The metal 2 layer:
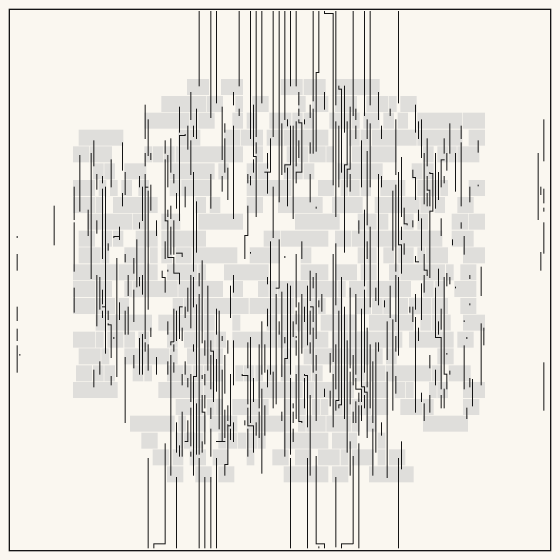
Metal 3:
Scale bar: 20 µm.
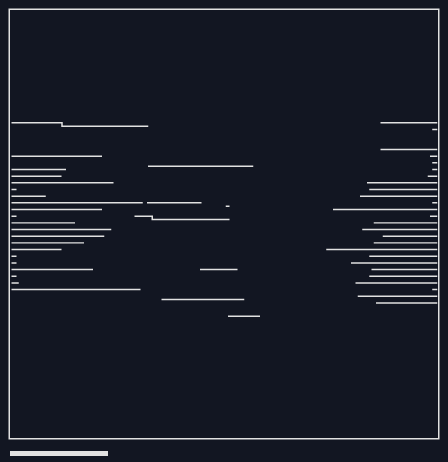
`config.mk`:
```
export PLATFORM = sky130hd
export DESIGN_NAME = regfile_dump_reader
export DESIGN_NICKNAME = d
export VERILOG_FILES = /design/src/rtl/regfile_dump_reader_pkg.sv /design/src/rtl/regfile_dump_reader_out_stage.sv /design/src/rtl/regfile_dump_reader.sv
export SDC_FILE = /design/constraint.sdc
export NUM_CORES = 1
export LEC_CHECK = 0
export ABC_AREA = 1
export CAP_MARGIN = 20
export CORE_MARGIN = 10
export CORE_UTILIZATION = 44
export CTS_BUF_LIST = sky130_fd_sc_hd__clkbuf_8
export CTS_CLUSTER_SIZE = 20
export DETAILED_ROUTE_END_ITERATION = 7
export PLACE_DENSITY = 0.82
export SYNTH_ARGS = -nofsm -noshare
export SYNTH_HDL_FRONTEND = slang
export SYNTH_SLANG_ARGS = --single-unit
```
`constraint.sdc`:
```
create_clock -name Clk -period 1.75 [get_ports Clk]
set_input_delay 0.35 -clock Clk [delete_from_list [all_inputs] [get_ports Clk]]
set_output_delay 0.35 -clock Clk [all_outputs]
set_load 0.05 [all_outputs]
```
`src/rtl/regfile_dump_reader_pkg.sv`:
```
// Shared defaults and FSM state encoding for the register-file dump reader.
// The register file uses the same package.
package regfile_dump_reader_pkg;

  localparam int unsigned NUM_REGS_DEF   = 32;
  localparam int unsigned ADDR_WIDTH_DEF = 5;
  localparam int unsigned DATA_WIDTH_DEF = 32;

  typedef enum logic [1:0] {
    ST_IDLE = 2'd0,
    ST_READ = 2'd1,
    ST_HOLD = 2'd2,
    ST_DONE = 2'd3
  } state_e;

endpackage

```
`src/rtl/regfile_dump_reader_out_stage.sv`:
```
// Output holding register for the dump stream: load captures a word and sets
// valid, clear drops valid, otherwise the word and its tag are held.
module regfile_dump_reader_out_stage #(
  parameter int unsigned ADDR_WIDTH = 5,
  parameter int unsigned DATA_WIDTH = 32
) (
  input  logic                  i_clk,
  input  logic                  i_rst,
  input  logic                  i_load,
  input  logic                  i_clear,
  input  logic [DATA_WIDTH-1:0] i_data,
  input  logic [ADDR_WIDTH-1:0] i_addr,
  output logic                  o_valid,
  output logic [DATA_WIDTH-1:0] o_data,
  output logic [ADDR_WIDTH-1:0] o_addr
);

  logic                  r_valid;
  logic [DATA_WIDTH-1:0] r_data;
  logic [ADDR_WIDTH-1:0] r_addr;

  always_ff @(posedge i_clk) begin
    if (i_rst) begin
      r_valid <= 1'b0;
      r_data  <= '0;
      r_addr  <= '0;
    end else if (i_load) begin
      r_valid <= 1'b1;
      r_data  <= i_data;
      r_addr  <= i_addr;
    end else if (i_clear) begin
      r_valid <= 1'b0;
    end
  end

  assign o_valid = r_valid;
  assign o_data  = r_data;
  assign o_addr  = r_addr;

endmodule

```
`src/rtl/regfile_dump_reader.sv`:
```
// Walks the register file read port from address 0 to NUM_REGS-1 on Start and
// streams each word, tagged with its address, over a valid/ready interface.
module regfile_dump_reader
  import regfile_dump_reader_pkg::*;
#(
  parameter int unsigned NUM_REGS   = NUM_REGS_DEF,
  parameter int unsigned ADDR_WIDTH = ADDR_WIDTH_DEF,
  parameter int unsigned DATA_WIDTH = DATA_WIDTH_DEF
) (
  input  logic                  Clk,
  input  logic                  Rst,
  input  logic                  Start,
  output logic [ADDR_WIDTH-1:0] RdAddr,
  input  logic [DATA_WIDTH-1:0] RdData,
  output logic                  OutValid,
  input  logic                  OutReady,
  output logic [DATA_WIDTH-1:0] OutData,
  output logic [ADDR_WIDTH-1:0] OutAddr,
  output logic                  Busy,
  output logic                  Done
);

  localparam logic [ADDR_WIDTH-1:0] LAST_ADDR = ADDR_WIDTH'(NUM_REGS - 1);

  state_e                r_state;
  logic [ADDR_WIDTH-1:0] r_rd_ptr;
  logic                  r_busy;
  logic                  r_done;

  logic w_hs;
  logic w_last;
  logic w_load;
  logic w_clear;

  assign w_hs    = OutValid && OutReady;
  assign w_last  = (OutAddr == LAST_ADDR);
  // A handshake on a non-final word refills the stage on the same edge,
  // giving one word per cycle under sustained ready.
  assign w_load  = (r_state == ST_READ) || ((r_state == ST_HOLD) && w_hs && !w_last);
  assign w_clear = (r_state == ST_HOLD) && w_hs && w_last;

  always_ff @(posedge Clk) begin
    if (Rst) begin
      r_state  <= ST_IDLE;
      r_rd_ptr <= '0;
      r_busy   <= 1'b0;
      r_done   <= 1'b0;
    end else begin
      case (r_state)
        ST_IDLE: begin
          if (Start) begin
            r_state  <= ST_READ;
            r_rd_ptr <= '0;
            r_busy   <= 1'b1;
          end
        end
        ST_READ: begin
          r_rd_ptr <= r_rd_ptr + ADDR_WIDTH'(1);
          r_state  <= ST_HOLD;
        end
        ST_HOLD: begin
          if (w_hs) begin
            if (w_last) begin
              r_rd_ptr <= '0;
              r_busy   <= 1'b0;
              r_done   <= 1'b1;
              r_state  <= ST_DONE;
            end else begin
              r_rd_ptr <= r_rd_ptr + ADDR_WIDTH'(1);
            end
          end
        end
        ST_DONE: begin
          r_done  <= 1'b0;
          r_state <= ST_IDLE;
        end
        default: r_state <= ST_IDLE;
      endcase
    end
  end

  regfile_dump_reader_out_stage #(
    .ADDR_WIDTH (ADDR_WIDTH),
    .DATA_WIDTH (DATA_WIDTH)
  ) u_out_stage (
    .i_clk   (Clk),
    .i_rst   (Rst),
    .i_load  (w_load),
    .i_clear (w_clear),
    .i_data  (RdData),
    .i_addr  (r_rd_ptr),
    .o_valid (OutValid),
    .o_data  (OutData),
    .o_addr  (OutAddr)
  );

  assign RdAddr = r_rd_ptr;
  assign Busy   = r_busy;
  assign Done   = r_done;

endmodule

```
==> impl_metrics.ini <==
; synthesis and place-and-route metrics
[synthesis]
synthXorXnorAreaFrac = 0
avgSynthCellArea_um2 = 7.87
yosys_warnings = 0
synth-main-ff-cell = dfxtp_1
seq_area_frac_synth = 0.473

[finish]
logic_gate_count = 173
final_util = 0.653
layout-drive-gt1-share = 0.213
mostFrequentLayoutCell = buf_4
combGateArea_um2 = 860
syn2layout_area_growth_pct = 42.8

[setup_path]
slowest_stage = dfxtp_2
cp.buffers_inverters = 4
cp_slowest_stage_delay_ns = 0.38
end_kind = flip-flop
crit_path_start = r_state[0]
cp.depth = 9

[place]
post-place-ws_ns = 0.0767

[power_and_ir_drop]
p_switching_w = 0.00196
power_sequential_w = 0.00142
irDropWorstVdd_mv = 0.908
clk-power_w = 0.000943

[route]
maxUsedRoutingLayer = met4
wl_met1_um = 2300
viasPerCell = 5.08
vias = 1960
wl_met3_um = 612

[timing]
tightest_slew_ns = 0.310
finalCriticalPeriod_ns = 1.59
finalMaxSlewViolations = 0

[flow_run]
tool_warnings = 30

[global_routing]
gr-total-overflow = 0
grt_use_met3 = 0.0730
grt-busiest-layer = met2

[clocking]
cts_resized = 0
root_buffer = clkbuf_8

[run_status]
status = complete, no violations
About 'the metal 2 layer':
The longest straight run is 30.7 µm. 299 nets have wire on it. The wires run mostly vertical.

About 'metal 3':
The longest straight run is 26.4 µm. The layer carries 613 µm of wire.

